## src/rtl/load_unit_pkg.sv

```systemverilog
// Shared definitions for the load unit: FSM state encoding, RV32I load
// funct3 encodings, the WAIT counter width and a helper that classifies a
// request as illegal/misaligned before any memory access is made.
package load_unit_pkg;

  typedef enum logic [1:0] {
    ST_IDLE  = 2'd0,
    ST_ISSUE = 2'd1,
    ST_WAIT  = 2'd2,
    ST_RESP  = 2'd3
  } state_e;

  localparam logic [2:0] F3_LB  = 3'b000;
  localparam logic [2:0] F3_LH  = 3'b001;
  localparam logic [2:0] F3_LW  = 3'b010;
  localparam logic [2:0] F3_LBU = 3'b100;
  localparam logic [2:0] F3_LHU = 3'b101;

  // Wide enough for any MEM_TIMEOUT up to 256.
  localparam int CNT_W = 8;

  // A load is rejected up front when its funct3 is not a load encoding or
  // when its address is not naturally aligned for the access size.
  function automatic logic load_is_bad(input logic [2:0] funct3,
                                       input logic [1:0] addr_lo);
    logic bad;
    bad = 1'b0;
    case (funct3)
      F3_LB, F3_LBU: bad = 1'b0;
      F3_LH, F3_LHU: bad = addr_lo[0];
      F3_LW:         bad = (addr_lo != 2'b00);
      default:       bad = 1'b1;
    endcase
    return bad;
  endfunction

endpackage

```

## src/rtl/load_unit_align.sv

```systemverilog
// Combinational lane select and extension for loads.
// Ports:
//   i_word    - 32-bit word read from memory
//   i_addr_lo - byte offset of the load within the word
//   i_funct3  - RV32I load type
//   o_result  - selected, sign/zero extended value (0 for non-load funct3)
module load_align
  import load_unit_pkg::*;
(
  input  logic [31:0] i_word,
  input  logic [1:0]  i_addr_lo,
  input  logic [2:0]  i_funct3,
  output logic [31:0] o_result
);

  logic [7:0]  byte_sel;
  logic [15:0] half_sel;

  // Pick the addressed byte and half-word, then extend according to type.
  always_comb begin
    byte_sel = 8'h00;
    half_sel = 16'h0000;
    o_result = 32'h0000_0000;

    case (i_addr_lo)
      2'd0:    byte_sel = i_word[7:0];
      2'd1:    byte_sel = i_word[15:8];
      2'd2:    byte_sel = i_word[23:16];
      default: byte_sel = i_word[31:24];
    endcase

    half_sel = i_addr_lo[1] ? i_word[31:16] : i_word[15:0];

    case (i_funct3)
      F3_LB:   o_result = {{24{byte_sel[7]}}, byte_sel};
      F3_LBU:  o_result = {24'h000000, byte_sel};
      F3_LH:   o_result = {{16{half_sel[15]}}, half_sel};
      F3_LHU:  o_result = {16'h0000, half_sel};
      F3_LW:   o_result = i_word;
      default: o_result = 32'h0000_0000;
    endcase
  end

endmodule

```

## src/rtl/load_unit.sv

```systemverilog
// Single-outstanding RV32I load unit.
// Accepts one load request, rejects illegal/misaligned ones without touching
// memory, otherwise issues a one-cycle word read, waits (bounded by
// MEM_TIMEOUT cycles) for read data, aligns/extends it and holds the response
// until the consumer accepts it.
// Ports:
//   i_clk, i_rst                     - clock, synchronous active-high reset
//   i_req_*/o_req_ready              - load request handshake (addr, funct3, rd)
//   o_mem_rd_en/o_mem_addr           - word-aligned memory read strobe/address
//   i_mem_rd_data/i_mem_rd_valid     - memory read return
//   o_rsp_*/i_rsp_ready              - response handshake (data, rd, err)
module load_unit
  import load_unit_pkg::*;
#(
  parameter int MEM_TIMEOUT = 15
) (
  input  logic        i_clk,
  input  logic        i_rst,
  input  logic        i_req_valid,
  output logic        o_req_ready,
  input  logic [31:0] i_req_addr,
  input  logic [2:0]  i_req_funct3,
  input  logic [4:0]  i_req_rd,
  output logic        o_mem_rd_en,
  output logic [31:0] o_mem_addr,
  input  logic [31:0] i_mem_rd_data,
  input  logic        i_mem_rd_valid,
  output logic        o_rsp_valid,
  input  logic        i_rsp_ready,
  output logic [31:0] o_rsp_data,
  output logic [4:0]  o_rsp_rd,
  output logic        o_rsp_err
);

  // The counter value seen in the last permitted WAIT cycle.
  localparam logic [CNT_W-1:0] TIMEOUT_LAST = CNT_W'(MEM_TIMEOUT - 1);

  state_e           state_q, state_d;
  logic [CNT_W-1:0] cnt_q, cnt_d;
  logic [31:0]      addr_q, addr_d;
  logic [2:0]       funct3_q, funct3_d;
  logic [4:0]       rd_q, rd_d;
  logic [31:0]      rsp_data_q, rsp_data_d;
  logic             rsp_err_q, rsp_err_d;
  logic [31:0]      aligned_data;

  load_align u_align (
    .i_word    (i_mem_rd_data),
    .i_addr_lo (addr_q[1:0]),
    .i_funct3  (funct3_q),
    .o_result  (aligned_data)
  );

  // Next-state logic. Request fields are only captured in IDLE, so they stay
  // stable for the whole transaction including the held response.
  always_comb begin
    state_d    = state_q;
    cnt_d      = cnt_q;
    addr_d     = addr_q;
    funct3_d   = funct3_q;
    rd_d       = rd_q;
    rsp_data_d = rsp_data_q;
    rsp_err_d  = rsp_err_q;

    case (state_q)
      ST_IDLE: begin
        if (i_req_valid) begin
          addr_d   = i_req_addr;
          funct3_d = i_req_funct3;
          rd_d     = i_req_rd;
          if (load_is_bad(i_req_funct3, i_req_addr[1:0])) begin
            rsp_err_d  = 1'b1;
            rsp_data_d = 32'h0000_0000;
            state_d    = ST_RESP;
          end else begin
            state_d = ST_ISSUE;
          end
        end
      end
      ST_ISSUE: begin
        cnt_d   = '0;
        state_d = ST_WAIT;
      end
      ST_WAIT: begin
        if (i_mem_rd_valid) begin
          rsp_data_d = aligned_data;
          rsp_err_d  = 1'b0;
          state_d    = ST_RESP;
        end else if (cnt_q == TIMEOUT_LAST) begin
          rsp_data_d = 32'h0000_0000;
          rsp_err_d  = 1'b1;
          state_d    = ST_RESP;
        end else begin
          cnt_d = cnt_q + 1'b1;
        end
      end
      ST_RESP: begin
        if (i_rsp_ready) begin
          state_d = ST_IDLE;
        end
      end
      default: state_d = ST_IDLE;
    endcase
  end

  // State and datapath registers with synchronous reset.
  always_ff @(posedge i_clk) begin
    if (i_rst) begin
      state_q    <= ST_IDLE;
      cnt_q      <= '0;
      addr_q     <= 32'h0000_0000;
      funct3_q   <= 3'b000;
      rd_q       <= 5'd0;
      rsp_data_q <= 32'h0000_0000;
      rsp_err_q  <= 1'b0;
    end else begin
      state_q    <= state_d;
      cnt_q      <= cnt_d;
      addr_q     <= addr_d;
      funct3_q   <= funct3_d;
      rd_q       <= rd_d;
      rsp_data_q <= rsp_data_d;
      rsp_err_q  <= rsp_err_d;
    end
  end

  assign o_req_ready = (state_q == ST_IDLE);
  assign o_mem_rd_en = (state_q == ST_ISSUE);
  assign o_mem_addr  = {addr_q[31:2], 2'b00};
  assign o_rsp_valid = (state_q == ST_RESP);
  assign o_rsp_data  = rsp_data_q;
  assign o_rsp_rd    = rd_q;
  assign o_rsp_err   = rsp_err_q;

endmodule

```

## config.mk

```make
export PLATFORM = sky130hd
export DESIGN_NAME = load_unit
export DESIGN_NICKNAME = d
export VERILOG_FILES = /design/src/rtl/load_unit_pkg.sv /design/src/rtl/load_unit_align.sv /design/src/rtl/load_unit.sv
export SDC_FILE = /design/constraint.sdc
export NUM_CORES = 1
export LEC_CHECK = 0
export CORE_MARGIN = 2
export CORE_UTILIZATION = 48
export DETAILED_ROUTE_END_ITERATION = 10
export PLACE_DENSITY = 0.88
export SLEW_MARGIN = 0
export SYNTH_ARGS = -nofsm -noshare
export SYNTH_HDL_FRONTEND = slang
export SYNTH_SLANG_ARGS = --single-unit
```

## constraint.sdc

```tcl
create_clock -name i_clk -period 3.8 [get_ports i_clk]
set_input_delay 0.57 -clock i_clk [delete_from_list [all_inputs] [get_ports i_clk]]
set_output_delay 0.57 -clock i_clk [all_outputs]
set_load 0.02 [all_outputs]
```

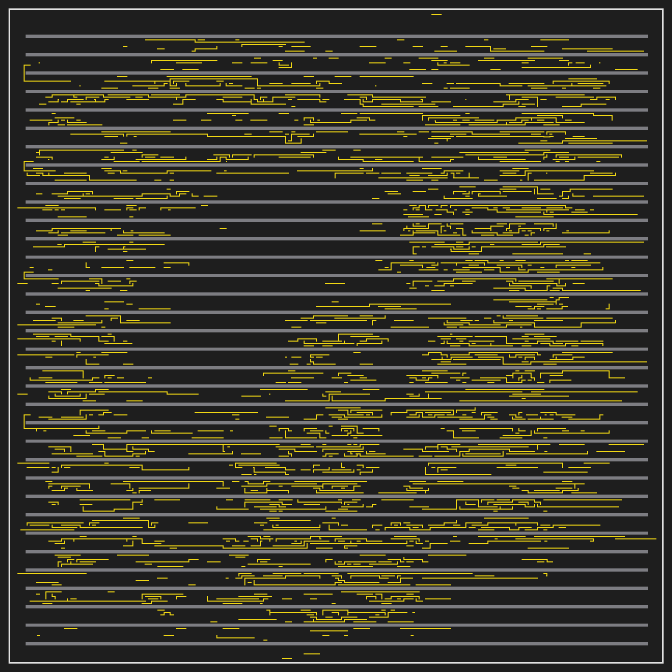
(M1 wires)
Supply wires on this layer in grey.
nets with wire on the layer: 548
wire length on this layer: 4460 um
share of all routed wire: 41%
main direction: horizontal
longest straight run: 25.3 um

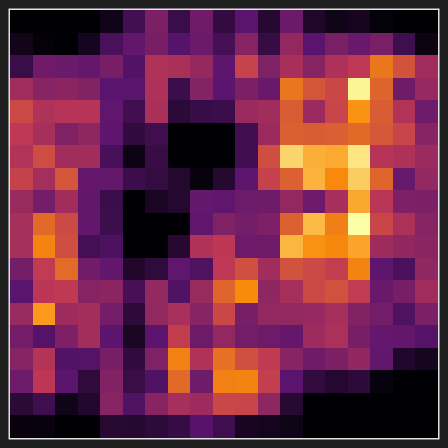
(wire density map)
19 x 19 tiles, from black (low) to pale yellow (high), scaled to the fullest tile. Values are wire area over tile area, all layers added.
nearly empty tiles: 11%
emptiest ninth of the die: south-east
mean over tiles: 0.20
densest ninth of the die: east
tiles over half the peak: 21%
fullest tile: 0.59
GRT Total Usage: 22.88%
detailed-route via count: 3777
final WL: 10910 um
routed len/inst: 16.19 um

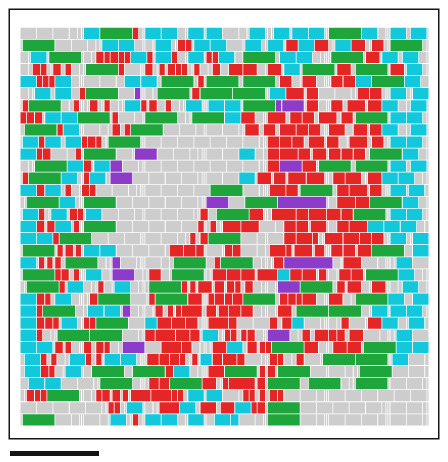
(placement by cell class)
The bar under the picture is 20 um long. Fill, decap, tap and diode cells in grey.
| colour | class | cells | share of their area |
|---|---|---|---|
| green | sequential cells | 83 | 31% |
| red | combinational and other logic | 319 | 38% |
| purple | clock drivers and dummy loads | 16 | 3.9% |
| cyan | remaining buffers and delay cells | 151 | 28% |

==> impl_metrics.tcl <==
# metrics dict for downstream scripts
set metrics [dict create \
    rows 33 \
    power_w 0.002916 \
    die_h_um 96.37 \
    postPlaceCellArea_um2 5324 \
    io_pins 150 \
    topCellsByArea "dfxtp_1, nand2_1, buf_4" \
    fp_util_pct 49.59 \
    final_cell_area_um2 5533 \
    top_area_cell "dfxtp_1" \
    dr.pass1.iters 5 \
    register_area_um2 1662 \
    post_cts_buffers 0 \
    r2r_end "o_rsp_data[31]" \
    fin_crit_ns 2.575 \
    ys_top_logic_family "AND-OR/OR-AND gates" \
    hp-start "addr_q[3]" \
    ys_sh_adder_pct 1.833 \
    synth-edff-count 0 \
    drive_above_1_share_pct 6.854 \
    crit_path_max_fanout 23 \
    drv_cap 0 \
    min_path_cells 2 \
    cts.repair.resized 0 \
    startpoint_type "flop" \
    ys_area_um2 4095 \
    run_status "completed" \
    place.detailed.hpwl_um 7815 \
    ys_cells 468 \
    drt_drc_violations_left 0 \
    mux_area_share_pct 6.080 \
    hold_ws_ns 0.4552 \
    ys_ff 83 \
    die.size.x_um 96.37 \
    period_used_pct 67.76 \
    clk_latency_ns 0.34 \
    grt_start_max_net_pins 51 \
    fmax_mhz 388.4 \
    synthCells 468 \
    routabilityCongestion 0.9136 \
    p_per_area_nw_per_um2 527.0 \
    gr-total-overflow 0 \
    ant_nets 0 \
    diodes 0 \
    yosys-top-cells-count "nand2_1, dfxtp_1, a21oi_1" \
    synth.avg_cell_area_um2 8.750 \
    timing.rr.start "state_q[0]" \
    rsz0062_at_grt "false" \
    setup_tns_ns 0 \
    grt_pass1_vias 3506 \
    filler_cell_count 680 \
    grt_first_pass_wirelength_um 16640 \
    cts.htree.levels 3 \
    dp_slack_ns 0.9234 \
    antenna_found_initial 0 \
    num-nets-final 647 \
    r2r_slack_ns 1.23 \
    slew_headroom_pct 28.86 \
    finalHoldViolCount 0 \
    layout_setup_ws_ns 1.225 \
    io_buffers 147 \
    ys_seq_share_pct 40.57 \
    hold_path_end "addr_q[3]" \
    root_buffer "clkbuf_8" \
    clk_path_buf_depth 2 \
    tightest_slew_ns 1.065 \
    yosys.area_share.simple_pct 12.56 \
    p_leak_nw 1.949 \
    synth_cell_types 51 \
    worstPathArrival_ns 2.82 \
    max-vdd-ir-drop_mv 0.3005 \
    yosysTopAreaCellShare_pct 40.57 \
    clk_pin_slew_worst_paths_ns 0.08 \
    warnings 30 \
    cts_tree "yes" \
    worst_setup_path_end_kind "flop" \
    holdBufCountCts 0 \
    synth-async-reset-ratio_pct 0 \
    area.combinational_um2 2004 \
    drt_iter0_drc 193 \
    aoi_share_pct 27.53 \
    cts_sinks 83 \
    flop_cell "dfxtp_1" \
    reg2reg_depth 6 \
    finalClockSkew_ns 0.006443 \
    synth-xor-area-share_pct 0.6416 \
    yosysMostFrequentCell "nand2_1" \
    finalSetupViolations 0 \
    area_growth_pct 35.11 \
    crit_required_ns 4.05 \
    chipArea_um2 9286 \
    numCtsBuffers 9 \
    yosys_warnings 0 \
    finalMaxSlewViolations 0 \
    critPathKind "flop to flop" \
    via_per_inst 5.604 \
    synth_area_um2 4095 \
    hp-class "flop to flop" \
]
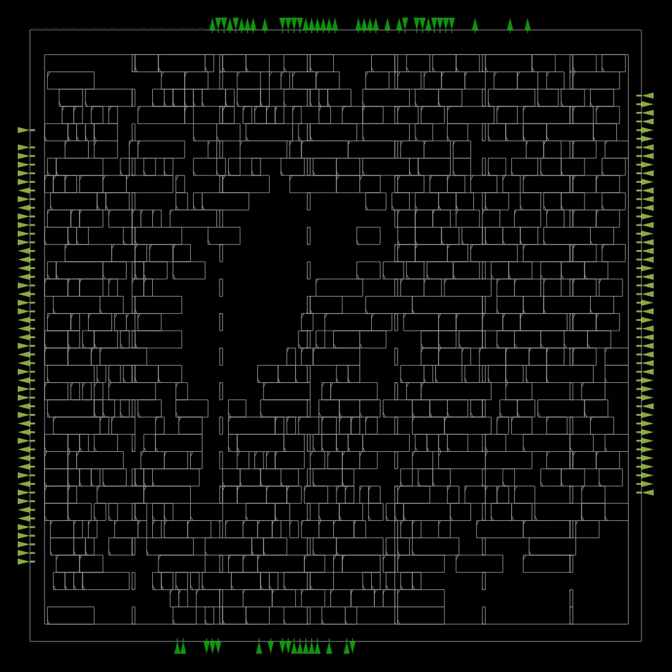
(cell outlines without signal wires)
Non-Filler Instances: 674
Core Box Area: 8258 um2

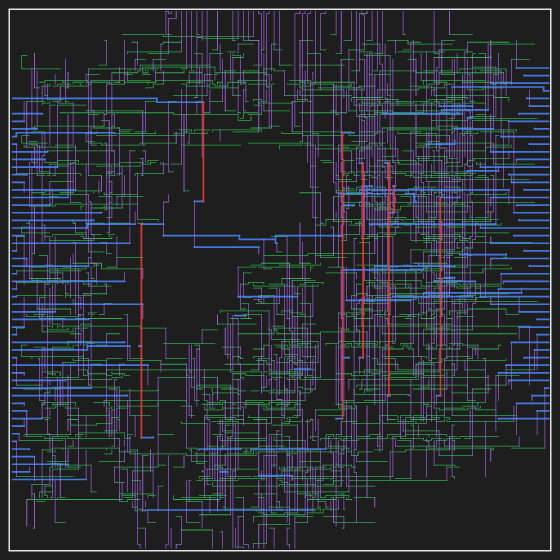
(signal wires by layer)
| colour | layer | wire length |
|---|---|---|
| blue | metal 3 | 1090 um |
| green | metal 1 | 4460 um |
| purple | metal 2 | 5130 um |
| red | metal 4 | 223 um |

## registers in the layout, summed over array words and instances (netlist names)
signal and flops:
addr_q 32, o_rsp_data 32, cnt_q 8, o_rsp_rd 5
funct3_q 3, state_q 2, o_rsp_err 1
## routing by layer
layer  GRT usage [%]  routed length, um  up-vias
met5               0                  0        -
met4           9.272                223        0
met1           28.54               4463     1741
met3           5.795               1094       18
met2           37.67               5130      181
li1                -                  -     1837
## power breakdown
group          switching (W)  leakage, nW  internal, W  total [W]
clock network       0.000307        0.103     0.000369   0.000675
logic               0.000661         1.17     0.000519    0.00118
registers          0.0000804        0.675     0.000980    0.00106
total                0.00105         1.95      0.00187    0.00292
## how the worst max path moves through the flow
stage / from / endpoint / slack, ns
after floorplan: state_q[0] / o_rsp_data[7] / 1.85
after global placement: i_req_addr[0] / o_rsp_data[10] / 1.00
after detailed placement: i_req_addr[0] / o_rsp_data[9] / 0.92
after CTS: state_q[0] / o_rsp_data[19] / 1.21
after global routing: state_q[0] / o_rsp_data[22] / 0.96
final: state_q[0] / o_rsp_data[31] / 1.23
## per-stage QoR
stage | cells | util [%]
2_1_floorplan | 469 | -
5_1_grt | 674 | 67.00
6_report | 674 | 67.00
3_5_place_dp | 658 | 64.47
4_1_cts | 674 | 67.00
3_3_place_gp | 658 | 64.47
## layout by cell type (no fill, tap or decap), drive strengths merged, types with 3 or more instances in the layout
master / instances
clkbuf: 11
nand2: 87
ha: 6
nand3: 5
o31ai: 7
o21a: 8
inv: 8
clkdlybuf4s50: 146
buf: 5
mux2: 15
nor2: 6
a21oi: 47
and3: 4
o21ai: 12
mux2i: 8
o211ai: 3
xor2: 3
nand2b: 4
a22o: 9
a22oi: 31
o2bb2ai: 24
dfxtp: 83
## worst max-delay path: stages (launching register included)
cell and delay (ns):
dfxtp_1 0.34, inv_1 0.09, ha_1 0.44, nor2b_1 0.20
o31a_1 0.27, nand3_1 0.74, o2bb2ai_1 0.38
## final cells by class
class | instances | area share [%]
multi-input cells | 311 | 36.23
inverters | 8 | 0.5427
clock inverters | 5 | 1.402
well taps | 105 | 2.374
clock buffers | 11 | 2.374
flip-flops and latches | 83 | 30.03
repair buffers | 151 | 27.05
## logic make-up (layout without fill, tap and decap cells)
logic type	count (synthesis)	in the layout
other	1	2
adders and majority gates	6	6
buffers and inverters	75	175
xor gates and xnor gates	3	3
and+or+nand+nor	119	119
DFF	83	83
AOI/OAI and AO/OA	158	158
muxes	23	23
Power figures rest on the tool's default switching activity, not on a simulated workload.
